[src/rtl/tl_demux.sv]
// tl_demux: routes single- or multi-beat messages from one upstream
// valid/ready stream to one of N downstream ports.
//
// The first beat of a message is its header: sel_i picks the destination and
// len_i gives the beat count minus one. The route is latched for the rest of
// the burst. A message aimed at a port that does not exist (sel_i >= N) is
// swallowed whole and raises the sticky err_o flag.
//
// Ports
//   clk, rst_n        clock, asynchronous active-low reset
//   valid_i/ready_o   upstream handshake
//   data_i            upstream payload (DATA_W)
//   sel_i, len_i      destination / beats-minus-one, header beat only
//   valid_o[N]        per-port valid, one-hot or zero
//   ready_i[N]        per-port downstream ready
//   data_o[N*DATA_W]  per-port payload, lane k = [k*DATA_W +: DATA_W]
//   busy_o            burst in progress
//   err_o             sticky: a message was addressed to a missing port

// One output lane. Decodes whether the shared output register belongs to
// this port and, if so, presents it and reports a downstream pop.
module tl_demux_lane #(
  parameter int DATA_W = 8,
  parameter int SEL_W  = 2,
  parameter int IDX    = 0
) (
  input  logic              full_i,
  input  logic [SEL_W-1:0]  dest_i,
  input  logic [DATA_W-1:0] data_i,
  input  logic              ready_i,
  output logic              valid_o,
  output logic [DATA_W-1:0] data_o,
  output logic              pop_o
);
  logic hit;

  assign hit     = full_i && (dest_i == SEL_W'(IDX));
  assign valid_o = hit;
  assign data_o  = hit ? data_i : '0;
  assign pop_o   = hit && ready_i;
endmodule

module tl_demux #(
  parameter int N      = 4,
  parameter int DATA_W = 8,
  parameter int SEL_W  = 2,
  parameter int LEN_W  = 4
) (
  input  logic                clk,
  input  logic                rst_n,
  input  logic                valid_i,
  output logic                ready_o,
  input  logic [DATA_W-1:0]   data_i,
  input  logic [SEL_W-1:0]    sel_i,
  input  logic [LEN_W-1:0]    len_i,
  output logic [N-1:0]        valid_o,
  input  logic [N-1:0]        ready_i,
  output logic [N*DATA_W-1:0] data_o,
  output logic                busy_o,
  output logic                err_o
);
  typedef enum logic {IDLE = 1'b0, BURST = 1'b1} state_e;

  // One extra bit so the comparison against N is exact even when N == 2**SEL_W.
  localparam logic [SEL_W:0] NPORTS = (SEL_W+1)'(N);

  state_e             state_q, state_d;
  logic [LEN_W-1:0]   rem_q, rem_d;
  logic [SEL_W-1:0]   route_q, route_d;
  logic               drop_q, drop_d;   // current burst is unroutable

  logic               full_q, full_d;
  logic [SEL_W-1:0]   dest_q, dest_d;
  logic [DATA_W-1:0]  data_q, data_d;
  logic               err_q, err_d;

  logic [SEL_W-1:0]   cur_sel;
  logic               cur_bad;
  logic [N-1:0]       pop_vec;
  logic               pop;
  logic               acc;
  logic               wr;

  // ---------------------------------------------------------------------------
  // Output lanes
  // ---------------------------------------------------------------------------
  genvar k;
  generate
    for (k = 0; k < N; k++) begin : g_lane
      tl_demux_lane #(
        .DATA_W (DATA_W),
        .SEL_W  (SEL_W),
        .IDX    (k)
      ) u_lane (
        .full_i  (full_q),
        .dest_i  (dest_q),
        .data_i  (data_q),
        .ready_i (ready_i[k]),
        .valid_o (valid_o[k]),
        .data_o  (data_o[k*DATA_W +: DATA_W]),
        .pop_o   (pop_vec[k])
      );
    end
  endgenerate

  // pop_vec can only be set on the lane that owns a full register, so its
  // OR is exactly full && ready_i[dest].
  assign pop = |pop_vec;

  // ---------------------------------------------------------------------------
  // FSM: state register
  // ---------------------------------------------------------------------------
  always_ff @(posedge clk or negedge rst_n) begin
    if (!rst_n) begin
      state_q <= IDLE;
      rem_q   <= '0;
      route_q <= '0;
      drop_q  <= 1'b0;
    end else begin
      state_q <= state_d;
      rem_q   <= rem_d;
      route_q <= route_d;
      drop_q  <= drop_d;
    end
  end

  // ---------------------------------------------------------------------------
  // FSM: next state
  // ---------------------------------------------------------------------------
  always_comb begin
    state_d = state_q;
    rem_d   = rem_q;
    route_d = route_q;
    drop_d  = drop_q;
    unique case (state_q)
      IDLE: begin
        if (acc) begin
          route_d = sel_i;
          drop_d  = cur_bad;
          if (len_i != '0) begin
            state_d = BURST;
            rem_d   = len_i;
          end
        end
      end
      BURST: begin
        if (acc) begin
          rem_d = rem_q - 1'b1;
          if (rem_q == LEN_W'(1)) state_d = IDLE;
        end
      end
      default: state_d = IDLE;
    endcase
  end

  // ---------------------------------------------------------------------------
  // FSM: outputs and routing decode
  // ---------------------------------------------------------------------------
  always_comb begin
    busy_o  = (state_q == BURST);
    cur_sel = (state_q == IDLE) ? sel_i : route_q;
    cur_bad = (state_q == IDLE) ? ({1'b0, sel_i} >= NPORTS) : drop_q;
    // Unroutable beats are drained unconditionally so a stalled register
    // cannot block the error path.
    ready_o = rst_n && (cur_bad || !full_q || pop);
  end

  assign acc = valid_i && ready_o;
  assign wr  = acc && !cur_bad;

  // ---------------------------------------------------------------------------
  // Output register and sticky error
  // ---------------------------------------------------------------------------
  always_comb begin
    full_d = full_q;
    dest_d = dest_q;
    data_d = data_q;
    err_d  = err_q;
    if (wr) begin
      // Covers simultaneous pop + load: register reloads with no bubble.
      full_d = 1'b1;
      dest_d = cur_sel;
      data_d = data_i;
    end else if (pop) begin
      full_d = 1'b0;
    end
    if (acc && (state_q == IDLE) && cur_bad) err_d = 1'b1;
  end

  always_ff @(posedge clk or negedge rst_n) begin
    if (!rst_n) begin
      full_q <= 1'b0;
      dest_q <= '0;
      data_q <= '0;
      err_q  <= 1'b0;
    end else begin
      full_q <= full_d;
      dest_q <= dest_d;
      data_q <= data_d;
      err_q  <= err_d;
    end
  end

  assign err_o = err_q;

endmodule

[config.mk]
export PLATFORM = sky130hd
export DESIGN_NAME = tl_demux
export DESIGN_NICKNAME = d
export VERILOG_FILES = /design/src/rtl/tl_demux.sv
export SDC_FILE = /design/constraint.sdc
export NUM_CORES = 1
export LEC_CHECK = 0
export CORE_MARGIN = 2
export CORE_UTILIZATION = 38
export CTS_CLUSTER_SIZE = 25
export DETAILED_ROUTE_END_ITERATION = 10
export GPL_ROUTABILITY_DRIVEN = 0
export PLACE_DENSITY = 0.82
export SYNTH_ARGS = -nofsm -noshare
export SYNTH_HDL_FRONTEND = slang
export SYNTH_HIERARCHICAL = 1
export SYNTH_SLANG_ARGS = --single-unit
export TNS_END_PERCENT = 30
[constraint.sdc]
create_clock -name clk -period 2.2 [get_ports clk]
set_input_delay 0.22 -clock clk [delete_from_list [all_inputs] [get_ports clk]]
set_output_delay 0.22 -clock clk [all_outputs]
set_load 0.05 [all_outputs]
run_1/wire_density.png
Scale: 4 px per um. The die is cut into 13 by 13 equal tiles; dark purple is low, yellow is high, scaled to the fullest tile. Values are wire area over tile area, all layers added.
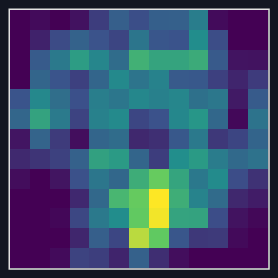
fullest tile: 0.53
mean over tiles: 0.15
densest ninth of the die: bottom center
global router's overall resource usage: 20.1%
vias: 1311
detailed-route wire length: 3.93 mm
per-cell routed wire length: 16.7 um

run_1/met3.png
Scale: 8 px per um.
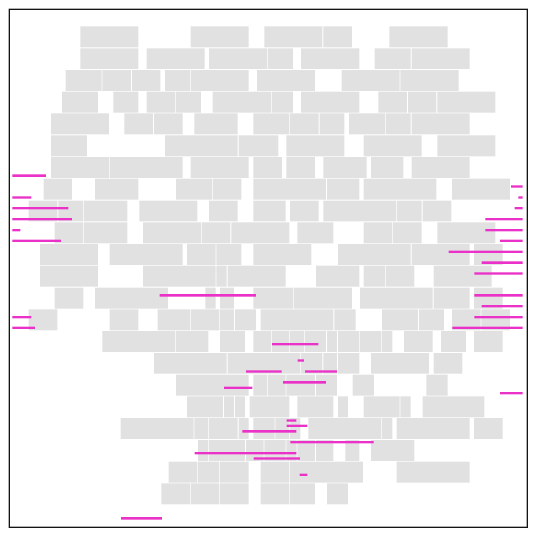
share of all routed wire: 4.3%
wire length on this layer: 168 um
global routing met3 resource utilization: 1.56%

==> impl_metrics.json, run 1 <==
{
  "post_cts.repair.setup_buffers": 0,
  "worst_slew_margin_rel_pct": 63.9,
  "non_clock_inverter_count": 5,
  "run_status": "complete, no violations",
  "placed_cells": 232,
  "grt_pass1_wl_mm": 6.64,
  "max_slew.worst_pin.slew_ns": 0.541,
  "placedInstanceArea_mm2": 0.00246,
  "critPathCaptureType": "output pin",
  "synth_area_per_cell_um2": 11.5,
  "post_synth_inst_count": 121,
  "final_worst_clock_skew_ns": 0.000605,
  "comb_cells": 93,
  "top_level_ports": 60,
  "worst_hold_path_type": "input pin to asynchronous set/reset pin",
  "synth_stat.cells": 121,
  "vdd.ir_drop.worst_mv": 0.550,
  "final_util_pct": 69.4,
  "io_buffer_count": 59,
  "synth.cells.most_frequent": "sky130_fd_sc_hd__dfrtp_1, sky130_fd_sc_hd__and4b_1, sky130_fd_sc_hd__and4_1, sky130_fd_sc_hd__and4bb_2",
  "ys_top_logic_family": "simple AND/OR/NAND/NOR gates",
  "crit_path_start_kind": "flop",
  "chip_area_mm2": 0.00417,
  "largest_class": "buffers",
  "clk_share_pct": 1.65,
  "reg2reg_setup_slack_ns": 0.27,
  "wl_met3_um": 167,
  "gr-usage-met1_pct": 25.1,
  "nonClockBufferCount": 66,
  "flops": 20,
  "ys_seq_elements": 20,
  "area_growth_syn_to_layout_pct": 79.4,
  "synthAoiAreaFrac_pct": 9.34,
  "number_of_max_slew_violations_in_the_final_report": 0,
  "synth-main-ff-cell": "sky130_fd_sc_hd__dfrtp_1",
  "finish.net_count": 212,
  "multi_input_gate_area_in_the_final_layout_um2": 867,
  "layoutNonFillerInstCount": 235,
  "max_reg_flops": 8,
  "grt_setup_unrepaired": "no",
  "p_leak_uw": 0.00110,
  "top_area_share_pct": 35.9,
  "min_period_over_period_pct": 94.4,
  "yosys.area_share.adder_pct": 1.80,
  "hold_ws_ns": 0.356,
  "count_of_hold_fix_buffers_inserted_at_cts": 0,
  "nFillCells": 254,
  "tool_warnings": 28,
  "synth.lib_cells_used.distinct": 38,
  "rr_startpoint": "dest_q[0]",
  "internal_power_uw": 1650,
  "gr-total-overflow": 0,
  "cp_cell_sequence": "and4bb_2 -> nor4_4 -> buf_4 -> a31oi_2 -> buf_4",
  "core_util_floorplan_pct": 38.7,
  "number_of_synthesized_flops_with_an_enable_pin": 0,
  "layout.clock_buffers": 3,
  "synthesis.area_mm2": 0.00139,
  "clock_sink_count": 20,
  "cts-htree-levels": 1,
  "power-per-cell-area_mw_per_mm2": 1220,
  "xor_share_pct": 0
}
run_1/cell_classes.png
Scale: 10 px per um.
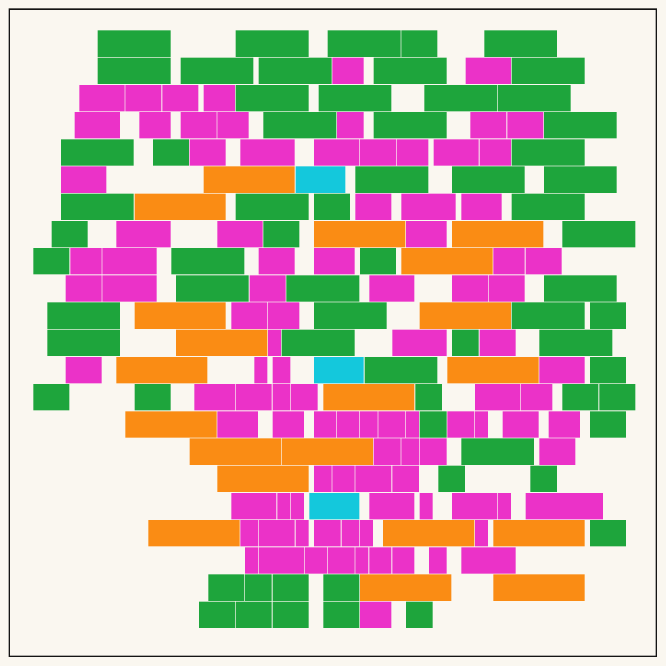
[magenta] all other logic | cells: 98
[cyan] cells driving clock nets | cells: 3
[green] other buffers and delay cells | cells: 66
[orange] flops | cells: 20
floorplan row count: 22
Finished Cell Area: 0.00250 mm^2

run_1/pins.png
Scale: 6 px per um. Pins as bars across the die edge, other pins in gray.
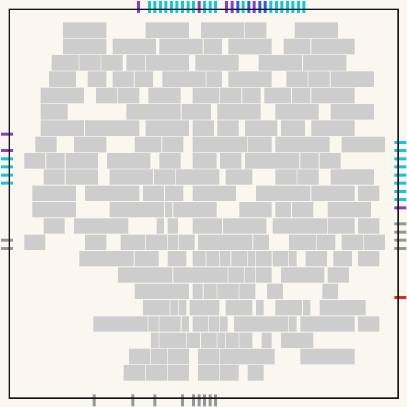
[purple] `data_i` | pins: 8 | direction: input | edge: 5 top, 2 left, 1 right
[blue] `valid_o` | pins: 4 | direction: output | edge: top
[cyan] `data_o` | pins: 32 | direction: output | edge: 20 top, 8 right, 4 left
[red] `err_o` | pins: 1 | direction: output | edge: right

[run 1: layout by cell type, fill, tap and decap left out, drive strengths merged, types with 2 or more instances in the layout]
cell           instances
and4                   9
and4bb                 9
dfrtp                 20
ha                     2
o21ai                  4
clkbuf                 3
nor3b                  3
a31oi                  2
nand2                  4
a21oi                  2
and3b                  2
nor2                   5
clkdlybuf4s50         22
and4b                 18
and3                   2
nand3b                 2
nor4                   2
inv                    5
a211oi                 2
mux2i                  3
buf                   44
a21o                   3
mux2                  10
[run 1: power by group through the flow]
stage	clock [uW]	combinational (uW)	sequential (uW)
floorplan	0	1090	791
global placement	0	2040	683
detailed placement	0	2110	708
CTS	242	2120	702
global route	263	2220	738
finish	235	2110	704
==> run 2, diff against run 1 <==
==> constraint.sdc (replaced) <==
create_clock -name clk -period 1.7 [get_ports clk]
set_input_delay 0.17 -clock clk [delete_from_list [all_inputs] [get_ports clk]]
set_output_delay 0.17 -clock clk [all_outputs]
set_load 0.05 [all_outputs]
==> run 2 against run 1 <==
Against the previous run: the flow now finishes with violations (negative setup slack); sequential share of layout area is 1.5 points lower; largest power group unchanged; via count is 8.4% higher; routed wire length is 16% higher; clock skew is 0.00078 ns higher.
==> impl_metrics.json, run 2 <==
{
  "post_synth_inst_count": 121,
  "grt_setup_unrepaired": "yes",
  "multi_input_gate_area_in_the_final_layout_um2": 955,
  "layout.cells.most_common_list": "sky130_fd_sc_hd__buf_12, sky130_fd_sc_hd__clkdlybuf4s50_1, sky130_fd_sc_hd__and4b_1",
  "grt_pass1_wl_mm": 7.27,
  "internal_power_uw": 2440,
  "number_of_synthesized_flops_with_an_enable_pin": 0,
  "final_util_pct": 75.8,
  "synth.cells.most_frequent": "sky130_fd_sc_hd__dfrtp_1, sky130_fd_sc_hd__and4b_1, sky130_fd_sc_hd__and4_1, sky130_fd_sc_hd__and4bb_2",
  "clock_sink_count": 20,
  "chip_area_mm2": 0.00417,
  "stdcell_area_mm2": 0.00273,
  "non_clock_inverter_count": 5,
  "worst_hold_path_type": "input pin to asynchronous set/reset pin",
  "number_of_max_slew_violations_in_the_final_report": 0,
  "max_slew.worst_pin.slew_ns": 0.488,
  "final_worst_clock_skew_ns": 0.00138,
  "run_status": "finished with violations",
  "core_util_floorplan_pct": 38.7,
  "gr-total-overflow": 0,
  "cts-htree-levels": 1,
  "synth_stat.cells": 121,
  "placedInstanceArea_mm2": 0.00253,
  "ys_seq_elements": 20,
  "power_clock_uw": 329,
  "largest_class": "buffers",
  "layout.clock_buffers": 4,
  "layout_top_cell": "sky130_fd_sc_hd__buf_12",
  "hold_ws_ns": 0.318,
  "flops": 20,
  "cp_cell_sequence": "and4bb_2 -> nor4_4 -> buf_4 -> a221oi_4 -> buf_6 -> mux2_4",
  "dominant_power_group": "combinational cells",
  "top_level_ports": 60,
  "io_buffer_count": 59,
  "rr_startpoint": "dest_q[0]",
  "synth.lib_cells_used.distinct": 38,
  "tool_warnings": 30,
  "crit_path_start_kind": "flop",
  "placed_cells": 239,
  "finish.net_count": 225,
  "area_growth_syn_to_layout_pct": 96.1,
  "count_of_hold_fix_buffers_inserted_at_cts": 0,
  "combinationalPower_uw": 3190,
  "comb_cells": 93,
  "setup_slack_of_the_critical_path_after_layout_ns": -0.216,
  "seq_pwr_uw": 951,
  "max_reg_flops": 8,
  "min_period_over_period_pct": 113,
  "violated_checks": "negative setup slack",
  "nFillCells": 209,
  "placement_rows": 22,
  "vdd.ir_drop.worst_mv": 0.872,
  "wl_met3_um": 406,
  "worst_slew_margin_rel_pct": 67.4,
  "critPathCaptureType": "flop",
  "synthesis.area_mm2": 0.00139,
  "setup_viol": 23,
  "power-per-cell-area_mw_per_mm2": 1630,
  "reg2reg_setup_slack_ns": -0.22
}
## run 2: cell families after synthesis
group	share of synthesized area, %
AND/OR/NAND/NOR	38.7
flip-flops	35.9
AND-OR/OR-AND	9.34
multiplexers	11.6
buffers and inverters	2.69
adder cells (fa/ha/maj)	1.80
## run 2: timing repair
| item | in CTS | in global routing |
|---|---|---|
| buffers inserted | 4 | 2 |
| pin swaps | 2 | 7 |
| gates resized | 10 | 15 |
| endpoints found under the setup margin | 20 | 47 |
## run 2: routing by layer
| layer | vias up | GRT usage [%] |
|---|---|---|
| met2 | 63 | 38.3 |
| met5 | - | 0 |
| met1 | 696 | 26.5 |
| li1 | 655 | - |
| met4 | 0 | 5.59 |
| met3 | 7 | 7.47 |
run_2/wire_density.png
Scale: 4 px per um. The die is cut into 13 by 13 equal tiles; dark purple is low, yellow is high, scaled to the fullest tile. Values are wire area over tile area, all layers added.
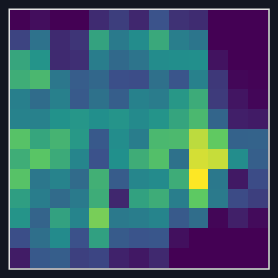
fullest tile: 0.52
mean over tiles: 0.18
emptiest ninth of the die: upper right
tiles over half the peak: 25%
nearly empty tiles: 14%
global router's overall resource usage: 22.2%
vias: 1421
per-cell routed wire length: 18.4 um
detailed-route wire length: 4.57 mm

run_2/pins.png
Scale: 6 px per um. Pins as bars across the die edge, other pins in gray.
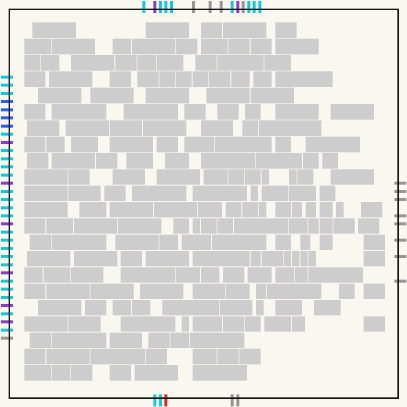
[purple] `data_i` | pins: 8 | direction: input | edge: 6 left, 2 top
[cyan] `data_o` | pins: 32 | direction: output | edge: 22 left, 8 top, 2 bottom
[red] `err_o` | pins: 1 | direction: output | edge: bottom
[blue] `valid_o` | pins: 4 | direction: output | edge: left
all pins by edge: 33 left, 14 top, 8 right, 5 bottom

Power and IR drop assume default switching activity.
